`src/rtl/stream_uart_emitter.sv`:
```
// Byte stream -> FIFO -> 8N1/8N2 UART; optional LF after tlast bytes (STREAM_UART_EMITTER_LF_EN).
// Pop/start bit one cycle after push when idle; back-to-back frames; o_tready drops when FIFO full.
module stream_uart_emitter #(
  parameter int BAUD_DIV  = 434,
  parameter int DEPTH     = 16,
  parameter int STOP_BITS = 1
) (
  input  logic                       i_clk,
  input  logic                       i_rst_n,
  input  logic [7:0]                 i_tdata,
  input  logic                       i_tlast,
  input  logic                       i_tvalid,
  output logic                       o_tready,
  output logic                       o_uart_tx,
  output logic                       o_busy,
  output logic [$clog2(DEPTH):0]     o_level
);

  localparam int AW = $clog2(DEPTH);
  localparam int LW = AW + 1;
  localparam int BW = (BAUD_DIV > 1) ? $clog2(BAUD_DIV) : 1;
  localparam logic [BW-1:0] BAUD_MAX  = BW'(BAUD_DIV - 1);
  localparam logic [LW-1:0] FULL      = LW'(DEPTH);
  localparam logic [2:0]    STOP_LAST = 3'(STOP_BITS - 1);

  typedef enum logic [1:0] {S_IDLE, S_START, S_DATA, S_STOP} state_t;

  logic [8:0]    mem [DEPTH];
  logic [AW-1:0] wr_ptr_q, wr_ptr_d, rd_ptr_q, rd_ptr_d;
  logic [LW-1:0] count_q, count_d;
  state_t        state_q, state_d;
  logic [BW-1:0] baud_q, baud_d;
  logic [2:0]    bit_q, bit_d;
  logic [7:0]    shreg_q, shreg_d;
  logic          tx_q, tx_d;
  logic          push, pop;
  logic [8:0]    rd_dat;
`ifdef STREAM_UART_EMITTER_LF_EN
  logic          lf_q, lf_d;
`else
  logic          unused_tlast;
  assign unused_tlast = rd_dat[8];
`endif

  assign o_tready  = (count_q != FULL);
  assign o_level   = count_q;
  assign o_uart_tx = tx_q;
  assign o_busy    = (state_q != S_IDLE) || (count_q != '0);
  assign push      = i_tvalid && o_tready;
  assign rd_dat    = mem[rd_ptr_q];

  always_ff @(posedge i_clk) begin
    if (push) mem[wr_ptr_q] <= {i_tlast, i_tdata};
  end

  always_comb begin
    state_d = state_q;
    baud_d  = baud_q;
    bit_d   = bit_q;
    shreg_d = shreg_q;
    tx_d    = tx_q;
    pop     = 1'b0;
`ifdef STREAM_UART_EMITTER_LF_EN
    lf_d    = lf_q;
`endif
    case (state_q)
      S_IDLE: begin
        if (count_q != '0) pop = 1'b1;
      end
      S_START: begin
        if (baud_q == '0) begin
          state_d = S_DATA;
          baud_d  = BAUD_MAX;
          bit_d   = '0;
          tx_d    = shreg_q[0];
        end else begin
          baud_d = baud_q - BW'(1);
        end
      end
      S_DATA: begin
        if (baud_q == '0) begin
          baud_d = BAUD_MAX;
          if (bit_q == 3'd7) begin
            state_d = S_STOP;
            bit_d   = '0;
            tx_d    = 1'b1;
          end else begin
            bit_d   = bit_q + 3'd1;
            shreg_d = {1'b0, shreg_q[7:1]};
            tx_d    = shreg_q[1];
          end
        end else begin
          baud_d = baud_q - BW'(1);
        end
      end
      S_STOP: begin
        // bit_q doubles as the stop-bit counter so 8N2 needs no extra state
        if (baud_q != '0) begin
          baud_d = baud_q - BW'(1);
        end else if (bit_q != STOP_LAST) begin
          bit_d  = bit_q + 3'd1;
          baud_d = BAUD_MAX;
`ifdef STREAM_UART_EMITTER_LF_EN
        end else if (lf_q) begin
          lf_d    = 1'b0;
          shreg_d = 8'h0A;
          state_d = S_START;
          baud_d  = BAUD_MAX;
          tx_d    = 1'b0;
`endif
        end else if (count_q != '0) begin
          pop = 1'b1;
        end else begin
          state_d = S_IDLE;
        end
      end
      default: state_d = S_IDLE;
    endcase

    if (pop) begin
      shreg_d = rd_dat[7:0];
      state_d = S_START;
      baud_d  = BAUD_MAX;
      tx_d    = 1'b0;
`ifdef STREAM_UART_EMITTER_LF_EN
      lf_d    = rd_dat[8];
`endif
    end

    wr_ptr_d = push ? wr_ptr_q + AW'(1) : wr_ptr_q;
    rd_ptr_d = pop  ? rd_ptr_q + AW'(1) : rd_ptr_q;
    case ({push, pop})
      2'b10:   count_d = count_q + LW'(1);
      2'b01:   count_d = count_q - LW'(1);
      default: count_d = count_q;
    endcase
  end

  always_ff @(posedge i_clk or negedge i_rst_n) begin
    if (!i_rst_n) begin
      state_q  <= S_IDLE;
      baud_q   <= '0;
      bit_q    <= '0;
      shreg_q  <= '0;
      tx_q     <= 1'b1;
      wr_ptr_q <= '0;
      rd_ptr_q <= '0;
      count_q  <= '0;
`ifdef STREAM_UART_EMITTER_LF_EN
      lf_q     <= 1'b0;
`endif
    end else begin
      state_q  <= state_d;
      baud_q   <= baud_d;
      bit_q    <= bit_d;
      shreg_q  <= shreg_d;
      tx_q     <= tx_d;
      wr_ptr_q <= wr_ptr_d;
      rd_ptr_q <= rd_ptr_d;
      count_q  <= count_d;
`ifdef STREAM_UART_EMITTER_LF_EN
      lf_q     <= lf_d;
`endif
    end
  end

endmodule

```
`config.mk`:
```
export PLATFORM = sky130hd
export DESIGN_NAME = stream_uart_emitter
export DESIGN_NICKNAME = d
export VERILOG_FILES = /design/src/rtl/stream_uart_emitter.sv
export SDC_FILE = /design/constraint.sdc
export NUM_CORES = 1
export LEC_CHECK = 0
export CORE_ASPECT_RATIO = 1.1
export CORE_MARGIN = 8
export CORE_UTILIZATION = 35
export CTS_CLUSTER_SIZE = 24
export DETAILED_ROUTE_END_ITERATION = 12
export GPL_TIMING_DRIVEN = 1
export PLACE_DENSITY = 0.56
export SYNTH_ARGS = -nofsm -noshare
export SYNTH_HDL_FRONTEND = slang
export SYNTH_SLANG_ARGS = --single-unit
```
`constraint.sdc`:
```
create_clock -name i_clk -period 5.2 [get_ports i_clk]
set_clock_uncertainty 0.1 [all_clocks]
set_input_delay 0.52 -clock i_clk [delete_from_list [all_inputs] [get_ports i_clk]]
set_output_delay 0.52 -clock i_clk [all_outputs]
set_load 0.05 [all_outputs]
```
==> images/placement_by_type.png <==
(1.5 px per um) Fill, decap, tap and diode cells in gray.
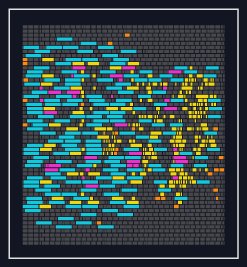
legend:
  magenta:
    class: clock drivers and dummy loads
    cells: 32
  yellow:
    class: combinational and other logic
    cells: 247
  cyan:
    class: flops
    cells: 164
  orange:
    class: other buffers and delay cells
    cells: 23

==> qor.yml <==
crit_path_start: "state_q[0]$_DFFE_PN0P_"
rows: 54
layout.nonclk_buf_frac: 0.0266
switching_power_w: 0.00146
grt_max_degree: 37
h-tree-depth: 4
ir_worst_vdd_uv: 293
edf_count: 128
regMostFlops: "mem"
synth_area_mm2: 0.00706
syn_nets: 462
nets: 482
die-area_mm2: 0.0250
p_per_area_mw_per_mm2: 538
path_depth: 11
top_layer: "met4"
worstPathCellList: "ha_1, and3b_1, a31oi_1, or3_1, inv_8, ha_1, inv_1, a31o_2, a222oi_1, nor2_1, xor2_1"
place_area_mm2: 0.00746
grt_pass1_wl_mm: 22.2
powerClk_w: 0.00117
pg_seq_w: 0.00188
hold_path_class: "input port to async pin"
top_cell_area_share: 0.544
viasPerCell: 5.08
setup_tns_ns: 0
layout.non_clock_buffers: 23
cp.required_ns: 5.40
layout_top_cells: "128 x edfxtp_1, 34 x dfrtp_1, 32 x mux4_2"
top_usage_layer: "met2"
tool_warnings: 36
grt_pass1_vias: 3852
regToRegSetupSlack_ns: 1.60
p_int_w: 0.00285
clk_latency_ns: 0.42
cts.sinks: 164
period_used_share: 0.692
synthTopCellsByCount: "128 x edfxtp_1, 35 x dfrtp_1, 32 x mux4_2"
ys_sh_adder: 0.0301
die_h_um: 165
multi_input_comb_cells: 234
compound_area_frac: 0.0537
worstMarginPinSlew_ns: 0.930
sequentialPowerShare: 0.437
final_cells: 718
clk_share: 0.0682
grt_use_met3: 0.0323
final_util: 0.405
path_clk_slew_ns: 0.07
sh_seq_area: 0.593
ys_ff: 164
synth_stat.cells: 433
status: "finished clean"
ys_sh_mux: 0.127
use_met1: 0.153
route.met2.wl_mm: 6.94
finalSetupViolCount: 0
relSlewSlack: 0.377
yosysWarnings: 0
yosys.area.top_type: "edfxtp_1"
netlist_top_cells_area: "edfxtp_1 54%, dfrtp_1 12%, mux4_2 10%, ha_1 3.0%, mux2i_1 1.8%"
reg2regPathDepth: 11
first_pass_iters: 4
num_antenna_cells: 0
comb_area_mm2: 0.00213
seqCellArea_mm2: 0.00475
synth-xor-area-share: 0.0172
rr_startpoint: "state_q[0]$_DFFE_PN0P_"
ant_nets: 0
synthCells: 433
globalRouteTotalUtil: 0.120
ys_top_logic_family: "multiplexers"
finalHoldViolations: 0
syn2layout_area_growth_pct: 13.4
fin_ws_ns: 1.60
maxCapViolations: 0
endpoint: "o_level[3]$_DFFE_PN0P_"
largestClassByArea: "sequential cells"
inv_count: 13
==> images/wires.png <==
(2 px per um) Two of the layers only.
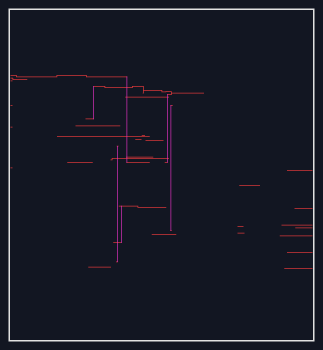
legend:
  red:
    layer: metal 3
    wire_length: 466 um
  magenta:
    layer: metal 4
    wire_length: 232 um

